File: src/rtl/music_pkg.sv
`default_nettype none
// ============================================================================
//  Module  : music_pkg
//  Purpose : Shared widths and FSM state encodings for the song reader.
//  Ports   : none (package)
//  Rev     : 1.0  initial release
// ============================================================================
package music_pkg;

   localparam int DEF_NOTE_W = 6;
   localparam int DEF_DUR_W  = 6;
   localparam int DEF_IDX_W  = 5;

   // One ROM word holds {note, duration}.
   localparam int ROM_WORD_W = DEF_NOTE_W + DEF_DUR_W;

   typedef enum logic [2:0] {
      IDLE = 3'd0,
      RD   = 3'd1,
      CAP  = 3'd2,
      WAIT = 3'd3,
      DONE = 3'd4
   } state_t;

endpackage
`default_nettype wire

File: src/rtl/song_reader_if.sv
`default_nettype none
// ============================================================================
//  Module  : song_reader_if
//  Purpose : Control and note bundle between the mcu/note player and the
//            song reader.
//  Ports   : master - drives play, song, note_done; receives note outputs
//            slave  - the song reader side
//  Rev     : 1.0  initial release
// ============================================================================
interface song_reader_if
   import music_pkg::*;
#(
   parameter int NOTE_W = DEF_NOTE_W,
   parameter int DUR_W  = DEF_DUR_W
);
   logic              play;
   logic [1:0]        song;
   logic              note_done;
   logic [NOTE_W-1:0] note;
   logic [DUR_W-1:0]  duration;
   logic              new_note;
   logic              song_done;

   modport master (
      output play, song, note_done,
      input  note, duration, new_note, song_done
   );

   modport slave (
      input  play, song, note_done,
      output note, duration, new_note, song_done
   );
endinterface
`default_nettype wire

File: src/rtl/dffr.sv
`default_nettype none
// ============================================================================
//  Module  : dffr
//  Purpose : W-bit D flip-flop with synchronous active-high reset to zero.
//  Ports   : clk, reset (sync, active high), d (next value), q (state)
//  Rev     : 1.0  initial release
// ============================================================================
module dffr #(
   parameter int W = 1
) (
   input  wire logic         clk,
   input  wire logic         reset,
   input  wire logic [W-1:0] d,
   output logic      [W-1:0] q
);
   always_ff @(posedge clk) begin
      if (reset) q <= '0;
      else       q <= d;
   end
endmodule
`default_nettype wire

File: src/rtl/song_rom.sv
`default_nettype none
// ============================================================================
//  Module  : song_rom
//  Purpose : Four-song note ROM, synchronous one-cycle read.
//            Address = {song, idx}; dout = {note, duration}.
//            Contents: note     = (3*idx + 7*song + 1) mod 2^NOTE_W
//                      duration = (idx + song + 1) mod 2^DUR_W, except
//                                 song 3 / idx 5 which holds duration 0
//                                 (exercises the end-of-song marker).
//  Ports   : clk, addr (IDX_W+2 bits), dout (NOTE_W+DUR_W bits)
//  Rev     : 1.0  initial release
// ============================================================================
module song_rom #(
   parameter int NOTE_W = 6,
   parameter int DUR_W  = 6,
   parameter int IDX_W  = 5
) (
   input  wire logic                    clk,
   input  wire logic [IDX_W+1:0]        addr,
   output logic      [NOTE_W+DUR_W-1:0] dout
);
   function automatic logic [NOTE_W+DUR_W-1:0] rom_word(input logic [IDX_W+1:0] a);
      int unsigned       i;
      int unsigned       s;
      logic [NOTE_W-1:0] n;
      logic [DUR_W-1:0]  d;
      i = 32'(a[IDX_W-1:0]);
      s = 32'(a[IDX_W+1:IDX_W]);
      n = NOTE_W'(i * 3 + s * 7 + 1);
      d = (s == 3 && i == 5) ? '0 : DUR_W'(i + s + 1);
      return {n, d};
   endfunction

   always_ff @(posedge clk) begin
      dout <= rom_word(addr);
   end
endmodule
`default_nettype wire

File: src/rtl/song_reader.sv
`default_nettype none
// ============================================================================
//  Module  : song_reader
//  Purpose : Steps through the notes of the selected song, presenting each
//            {note, duration} with a one-cycle new_note pulse and waiting for
//            note_done before fetching the next one. Ends with a one-cycle
//            song_done and stays in DONE until reset.
//  Ports   : clk   - clock
//            reset - synchronous active-high reset
//            bus   - song_reader_if.slave (play, song, note_done in;
//                    note, duration, new_note, song_done out)
//  Config  : SONG_END_MARKER_EN - when defined, a ROM word with duration 0
//            ends the song instead of being played.
//  Rev     : 1.0  initial release
// ============================================================================
module song_reader
   import music_pkg::*;
#(
   parameter int NOTE_W = DEF_NOTE_W,
   parameter int DUR_W  = DEF_DUR_W,
   parameter int IDX_W  = DEF_IDX_W
) (
   input  wire logic    clk,
   input  wire logic    reset,
   song_reader_if.slave bus
);
   state_t              state, state_next;
   logic [2:0]          state_q;
   logic [IDX_W-1:0]    idx, idx_next;
   logic [NOTE_W-1:0]   note_q, note_next;
   logic [DUR_W-1:0]    dur_q, dur_next;
   logic                new_note_q, new_note_next;
   logic                song_done_q, song_done_next;
   logic [IDX_W+1:0]    rom_addr;
   logic [NOTE_W+DUR_W-1:0] rom_dout;
   logic [NOTE_W-1:0]   rom_note;
   logic [DUR_W-1:0]    rom_dur;
   logic                end_marker;

   assign state = state_t'(state_q);

   // song is taken live; only the value present during RD matters since
   // that is the cycle whose read lands in CAP.
   assign rom_addr = {bus.song, idx};
   assign rom_note = rom_dout[NOTE_W+DUR_W-1:DUR_W];
   assign rom_dur  = rom_dout[DUR_W-1:0];

`ifdef SONG_END_MARKER_EN
   assign end_marker = (rom_dur == '0);
`else
   assign end_marker = 1'b0;
`endif

   song_rom #(.NOTE_W(NOTE_W), .DUR_W(DUR_W), .IDX_W(IDX_W)) u_rom (
      .clk  (clk),
      .addr (rom_addr),
      .dout (rom_dout)
   );

   always_comb begin
      state_next     = state;
      idx_next       = idx;
      note_next      = note_q;
      dur_next       = dur_q;
      new_note_next  = 1'b0;
      song_done_next = 1'b0;
      case (state)
         IDLE: if (bus.play) state_next = RD;
         RD:   state_next = bus.play ? CAP : IDLE;
         CAP: begin
            if (end_marker) begin
               state_next     = DONE;
               song_done_next = 1'b1;
            end else begin
               note_next     = rom_note;
               dur_next      = rom_dur;
               new_note_next = 1'b1;
               state_next    = WAIT;
            end
         end
         WAIT: begin
            // The first WAIT cycle coincides with new_note; a note_done there
            // belongs to the previous note and is dropped.
            if (bus.note_done && !new_note_q) begin
               if (idx == '1) begin
                  state_next     = DONE;
                  song_done_next = 1'b1;
               end else begin
                  idx_next   = idx + IDX_W'(1);
                  state_next = bus.play ? RD : IDLE;
               end
            end
         end
         DONE:    state_next = DONE;
         default: state_next = IDLE;
      endcase
   end

   dffr #(.W(3))      u_state (.clk(clk), .reset(reset), .d(state_next),     .q(state_q));
   dffr #(.W(IDX_W))  u_idx   (.clk(clk), .reset(reset), .d(idx_next),       .q(idx));
   dffr #(.W(NOTE_W)) u_note  (.clk(clk), .reset(reset), .d(note_next),      .q(note_q));
   dffr #(.W(DUR_W))  u_dur   (.clk(clk), .reset(reset), .d(dur_next),       .q(dur_q));
   dffr #(.W(1))      u_new   (.clk(clk), .reset(reset), .d(new_note_next),  .q(new_note_q));
   dffr #(.W(1))      u_done  (.clk(clk), .reset(reset), .d(song_done_next), .q(song_done_q));

   assign bus.note      = note_q;
   assign bus.duration  = dur_q;
   assign bus.new_note  = new_note_q;
   assign bus.song_done = song_done_q;
endmodule
`default_nettype wire
File: src/flat_wrapper.sv
// flat-port wrapper written by rule: the top's interface ports become plain ports
module song_reader_flat import music_pkg::*;
#(
   parameter int NOTE_W = DEF_NOTE_W,
   parameter int DUR_W  = DEF_DUR_W,
   parameter int IDX_W  = DEF_IDX_W
)
  (clk, reset, bus_play, bus_song, bus_note_done, bus_note, bus_duration, bus_new_note, bus_song_done);
  song_reader_if #(.NOTE_W(NOTE_W), .DUR_W(DUR_W)) bus_i ();
  input  wire logic clk;
  input  wire logic reset;
  input wire logic [$bits(bus_i.play)-1:0] bus_play;
  input wire logic [$bits(bus_i.song)-1:0] bus_song;
  input wire logic [$bits(bus_i.note_done)-1:0] bus_note_done;
  output wire logic [$bits(bus_i.note)-1:0] bus_note;
  output wire logic [$bits(bus_i.duration)-1:0] bus_duration;
  output wire logic [$bits(bus_i.new_note)-1:0] bus_new_note;
  output wire logic [$bits(bus_i.song_done)-1:0] bus_song_done;
  assign bus_i.play = bus_play;
  assign bus_i.song = bus_song;
  assign bus_i.note_done = bus_note_done;
  assign bus_note = bus_i.note;
  assign bus_duration = bus_i.duration;
  assign bus_new_note = bus_i.new_note;
  assign bus_song_done = bus_i.song_done;
  song_reader #(.NOTE_W(NOTE_W), .DUR_W(DUR_W), .IDX_W(IDX_W)) u_core (.clk(clk), .reset(reset), .bus(bus_i));
endmodule
File: config.mk
export PLATFORM = sky130hd
export DESIGN_NAME = song_reader_flat
export DESIGN_NICKNAME = d
export VERILOG_FILES = /design/src/rtl/music_pkg.sv /design/src/rtl/song_reader_if.sv /design/src/rtl/dffr.sv /design/src/rtl/song_rom.sv /design/src/rtl/song_reader.sv /design/src/flat_wrapper.sv
export SDC_FILE = /design/constraint.sdc
export NUM_CORES = 1
export LEC_CHECK = 0
export CORE_MARGIN = 2
export CORE_UTILIZATION = 30
export CTS_BUF_LIST = sky130_fd_sc_hd__clkbuf_8
export DETAILED_ROUTE_END_ITERATION = 8
export GPL_TIMING_DRIVEN = 0
export PLACE_DENSITY = 0.55
export SLEW_MARGIN = 10
export SYNTH_ARGS = -nofsm -noshare
export SYNTH_HDL_FRONTEND = slang
export SYNTH_SLANG_ARGS = --single-unit
File: constraint.sdc
create_clock -name clk -period 5 [get_ports clk]
set_clock_uncertainty 0.15 [all_clocks]
set_input_delay 1.5 -clock clk [delete_from_list [all_inputs] [get_ports clk]]
set_output_delay 1.5 -clock clk [all_outputs]
set_load 0.02 [all_outputs]
==> results.json <==
{
  "status": "completed",
  "ff_count": 34,
  "powerClk_uw": 206,
  "ant_nets": 0,
  "min_period_over_period_pct": 82.35,
  "yosysCellCount": 165,
  "cp-end-kind": "flip-flop",
  "drc": 0,
  "top_logic_kind": "simple AND/OR/NAND/NOR gates",
  "fp.dieW_um": 76.67,
  "worstSetupStartpointType": "primary input",
  "port_buffers": 19,
  "cp_common_cell": "fa_1",
  "ir_drop_v": 0.00009773,
  "avgSynthCellArea_um2": 9.600,
  "stdcell_count": 262,
  "netlist_area_mm2": 0.001584,
  "startpoint": "bus_song[1]",
  "cts_buffers": 5,
  "slew_headroom_pct": 68.44,
  "swShare_pct": 24.28,
  "cts_tree": "done",
  "tightestPinTransition_ns": 0.4734,
  "setup-violations-final": 0,
  "cpPeakStageDelay_ns": 0.68,
  "hold_viol_final": 0,
  "crit_chain": "clkdlybuf4s50_1 -> fa_1 -> fa_1 -> inv_1 -> fa_1 -> inv_1 -> a21o_1 -> a21oi_1 -> xnor2_1",
  "path_max_fanout": 6,
  "r2r-start": "u_core.u_idx.q[1]",
  "flop_cell": "dfxtp_1",
  "power.leakage_uw": 0.0008021,
  "yosysTopAreaCell": "dfxtp_1",
  "syn-num-nets": 190,
  "async_reset_ff_share_pct": 0,
  "largestRegisters": "u_core.u_rom.dout: 12 flops, u_core.u_dur.q: 6 flops, u_core.u_note.q: 6 flops",
  "power.share.sequential_pct": 52.3,
  "crit_buf_inv": 3,
  "cts_setup_buffers": 0,
  "wl_met2_um": 1185,
  "hold_slack_ns": 0.2855,
  "drive_gt1_share_pct": 7.813,
  "r2r_cells": 8,
  "finalNetCount": 216,
  "io_pins": 20,
  "max_flop_register": "u_core.u_rom.dout",
  "largest_reg_flops": 12,
  "ys.flops": 34,
  "cts_sinks": 34
}
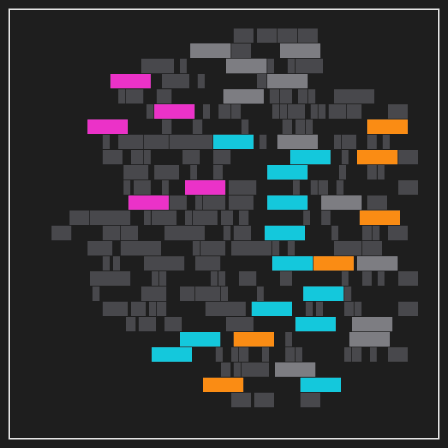
Figure 1: where the registers sit.
[cyan] u_core.u_rom.dout | flops: 12
[magenta] u_core.u_idx.q | flops: 5
[orange] u_core.u_note.q | flops: 6
not coloured: 11

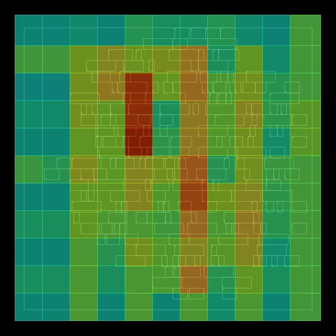
Figure 2: track usage over the die.
M1 GR Usage: 13.87%
grt peak-use layer: met2
routed length per instance: 10.50 um

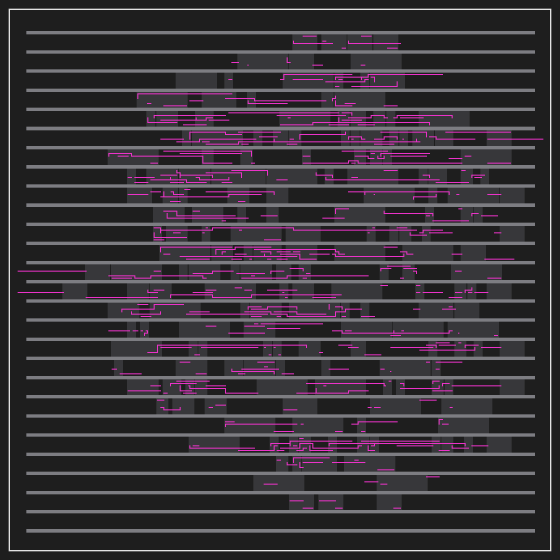
Figure 3: met1 routing.
Supply wires on this layer in grey.
wire length on this layer: 1380 um
main direction: horizontal
nets with wire on the layer: 196
share of all routed wire: 50%
longest straight run: 25.8 um

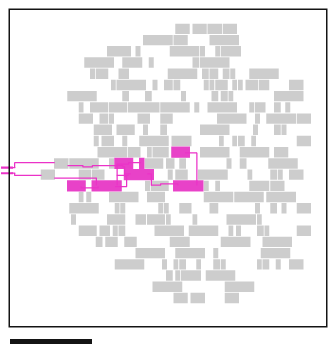
Figure 4: nets reached from selected ports.
Scale bar: 20 um.
[magenta] bus_song | direction: input | edge: left | end cells: 7 | buffers: 2 | wire: 95.2 um

